==> config.mk <==
export PLATFORM = sky130hd
export DESIGN_NAME = reg_scoreboard
export DESIGN_NICKNAME = d
export VERILOG_FILES = /design/src/rtl/reg_scoreboard.sv
export SDC_FILE = /design/constraint.sdc
export NUM_CORES = 1
export LEC_CHECK = 0
export CORE_AREA = 8 8 132 109
export DETAILED_ROUTE_END_ITERATION = 6
export DIE_AREA = 0 0 140 117
export PLACE_DENSITY_LB_ADDON = 0.3
export SLEW_MARGIN = 20
export SYNTH_ARGS = -nofsm -noshare
export SYNTH_HDL_FRONTEND = slang
export SYNTH_SLANG_ARGS = --single-unit
export TNS_END_PERCENT = 100
==> constraint.sdc <==
create_clock -name clk -period 4.99 [get_ports clk]
set_input_delay 1.497 -clock clk [delete_from_list [all_inputs] [get_ports clk]]
set_output_delay 1.497 -clock clk [all_outputs]
set_load 0.01 [all_outputs]
==> src/rtl/reg_scoreboard.sv <==
// reg_scoreboard: per-register pending-write scoreboard for the ID stage.
// Tracks outstanding writes per GPR with a saturating-free counter, flags
// RAW hazards per read port and withholds issue while any operand is pending.
// Optional feature macro: SB_WB_BYPASS_EN (same-cycle writeback forwarding
// removes the hazard/saturation on the last retiring write).
module reg_scoreboard #(
   parameter int ADDR_WIDTH  = 5,
   parameter int READ_PORTS  = 2,
   parameter int MAX_PENDING = 3
) (
   input  logic                             clk,
   input  logic                             rst,
   input  logic                             issue_valid,
   output logic                             issue_ready,
   input  logic [READ_PORTS-1:0]            rd_en,
   input  logic [READ_PORTS*ADDR_WIDTH-1:0] rd_addr,
   input  logic                             wr_en,
   input  logic [ADDR_WIDTH-1:0]            wr_addr,
   input  logic                             wb_en,
   input  logic [ADDR_WIDTH-1:0]            wb_addr,
   input  logic                             flush,
   output logic [READ_PORTS-1:0]            hazard,
   output logic [2**ADDR_WIDTH-1:0]         busy_map,
   output logic                             wb_err
);

   localparam int NREG  = 2**ADDR_WIDTH;
   localparam int CNT_W = $clog2(MAX_PENDING + 1);
   localparam logic [CNT_W-1:0] CNT_MAX = CNT_W'(MAX_PENDING);
   localparam logic [CNT_W-1:0] CNT_ONE = CNT_W'(1);

   logic [CNT_W-1:0] count [NREG];
   logic             sat;
   logic             fire;
   logic             wb_live;
   logic             wb_stray;
   logic [NREG-1:0]  inc_vec;
   logic [NREG-1:0]  dec_vec;

   // Writeback classification: retires a pending write, or hits an idle register
   always_comb begin
      wb_live  = wb_en && (wb_addr != '0) && (count[wb_addr] != '0);
      wb_stray = wb_en && (wb_addr != '0) && (count[wb_addr] == '0);
   end

   // Per-port RAW hazard check against the registered counts
   always_comb begin
      logic [ADDR_WIDTH-1:0] ra;
      ra     = '0;
      hazard = '0;
      for (int unsigned i = 0; i < READ_PORTS; i++) begin
         ra        = rd_addr[i*ADDR_WIDTH +: ADDR_WIDTH];
         hazard[i] = rd_en[i] && (ra != '0) && (count[ra] != '0);
`ifdef SB_WB_BYPASS_EN
         // last outstanding write retires now; WB forwards its data
         if (wb_en && (wb_addr == ra) && (count[ra] == CNT_ONE))
            hazard[i] = 1'b0;
`endif
      end
   end

   // Saturation guard and issue handshake
   always_comb begin
      sat = wr_en && (wr_addr != '0) && (count[wr_addr] == CNT_MAX);
`ifdef SB_WB_BYPASS_EN
      // a same-register writeback frees the slot this write would take
      if (wb_en && (wb_addr == wr_addr))
         sat = 1'b0;
`endif
      issue_ready = !rst && !flush && !(|hazard) && !sat;
      fire        = issue_valid && issue_ready;
   end

   // One-hot increment/decrement requests per register
   always_comb begin
      inc_vec = '0;
      dec_vec = '0;
      if (fire && wr_en && (wr_addr != '0))
         inc_vec[wr_addr] = 1'b1;
      if (wb_live)
         dec_vec[wb_addr] = 1'b1;
   end

   // Busy map decoded from the counters
   always_comb begin
      busy_map = '0;
      for (int unsigned r = 0; r < NREG; r++)
         busy_map[r] = (count[r] != '0);
   end

   // Counter update; flush wins over any simultaneous inc/dec
   always_ff @(posedge clk or posedge rst) begin
      if (rst) begin
         for (int unsigned r = 0; r < NREG; r++)
            count[r] <= '0;
      end else if (flush) begin
         for (int unsigned r = 0; r < NREG; r++)
            count[r] <= '0;
      end else begin
         for (int unsigned r = 1; r < NREG; r++) begin
            if (inc_vec[r] && !dec_vec[r])
               count[r] <= count[r] + CNT_ONE;
            else if (dec_vec[r] && !inc_vec[r])
               count[r] <= count[r] - CNT_ONE;
         end
      end
   end

   // One-cycle error pulse for a writeback with nothing outstanding
   always_ff @(posedge clk or posedge rst) begin
      if (rst)
         wb_err <= 1'b0;
      else
         wb_err <= wb_stray && !flush;
   end

endmodule

**Signal wires on met1**

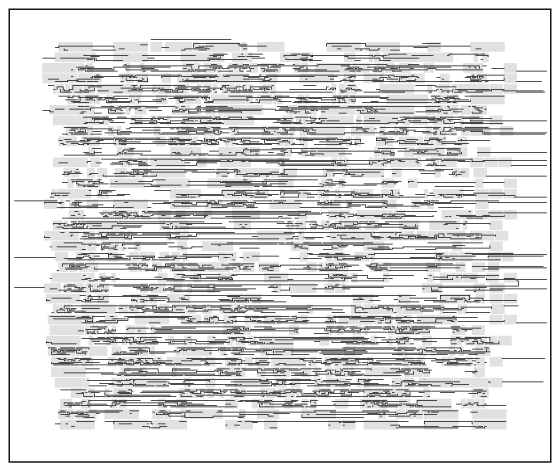
The longest straight run is 59.8 µm. 803 nets have wire on it. The wires run mostly horizontal. The layer holds 43% of the routed length. The layer carries 11000 µm of wire.
Vias: 6519
met1 Use GR: 42.31%
final WL: 25.79 mm

==> results.yml <==
# yosys + openroad results
run_status:
  run_status: "completed"
logic_synthesis:
  adder_share_pct: 0
  edf_count: 0
  ys_sh_simple_pct: 27.90
  ys_seq_share_pct: 27.57
  synth_top_cell_by_count: "nor2_1"
  top_cells_by_count: "nor2_1, dfrtp_1, o21ai_0, a21oi_1, nor3_1"
  ff_type: "dfrtp_1"
  avgSynthCellArea_um2: 7.898
  syn_inst: 724
global_route:
  grt_pass1_vias: 6351
  grt_max_degree: 54
drt:
  antenna_left: 0
  wl_met2_mm: 10.87
  route.met3.wl_mm: 2.975
  first_pass_iters: 5
clock_tree:
  h-tree-depth: 3
  cts_made_buffers: 9
  cts_tree: "built"
  holdBufCountCts: 0
final_layout:
  num-nonclk-inverters: 31
  flops: 63
  flop_area_um2: 1577
  post-route-util_pct: 60.24
  top_register: "count"
  drive_gt1_share_pct: 20.53
  final_cell_mix: "nor2_1, buf_4, dfrtp_1"
  final_cells: 984
  combGateArea_um2: 3919
critical_path:
  cp.required_ps: 3490
  worst-path-max-fanout: 5
  r2r_start: "count[14]$_DFFE_PP0P_"
  startpoint_type: "input pin"
  crit_arrival_ps: 3430
  slowest_stage: "mux4_2"
timing:
  rsz0062_at_grt: "no"
  max_freq_mhz: 203.1
  fin_ws_ps: 66.11
  timing.hold.ws_ps: 607.0
  fin_worst_skew_ps: 7.237
worst_hold_path:
  min_path_type: "reg -> reg"
floorplan:
  initCoreUtil_pct: 46.09
  fp.dieArea_um2: 16380
  die-height_um: 117
  io_pins: 64
  die_w_um: 140
placement:
  dp_hpwl_mm: 19.38
  dp_slack_ps: -752.2
power:
  p_total_uw: 1488
  power_leakage_uw: 0.002985
**Metal 2**

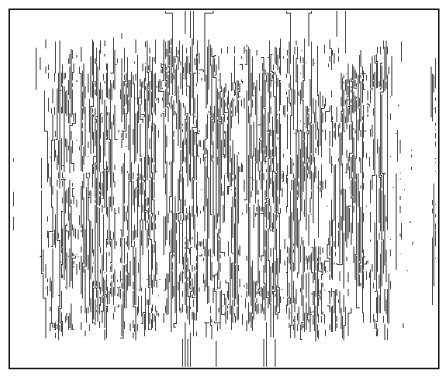
The layer holds 42% of the routed length. The layer carries 10900 µm of wire. The longest straight run is 50.7 µm.

No activity file was given, so power comes from the tool's default toggle rates.
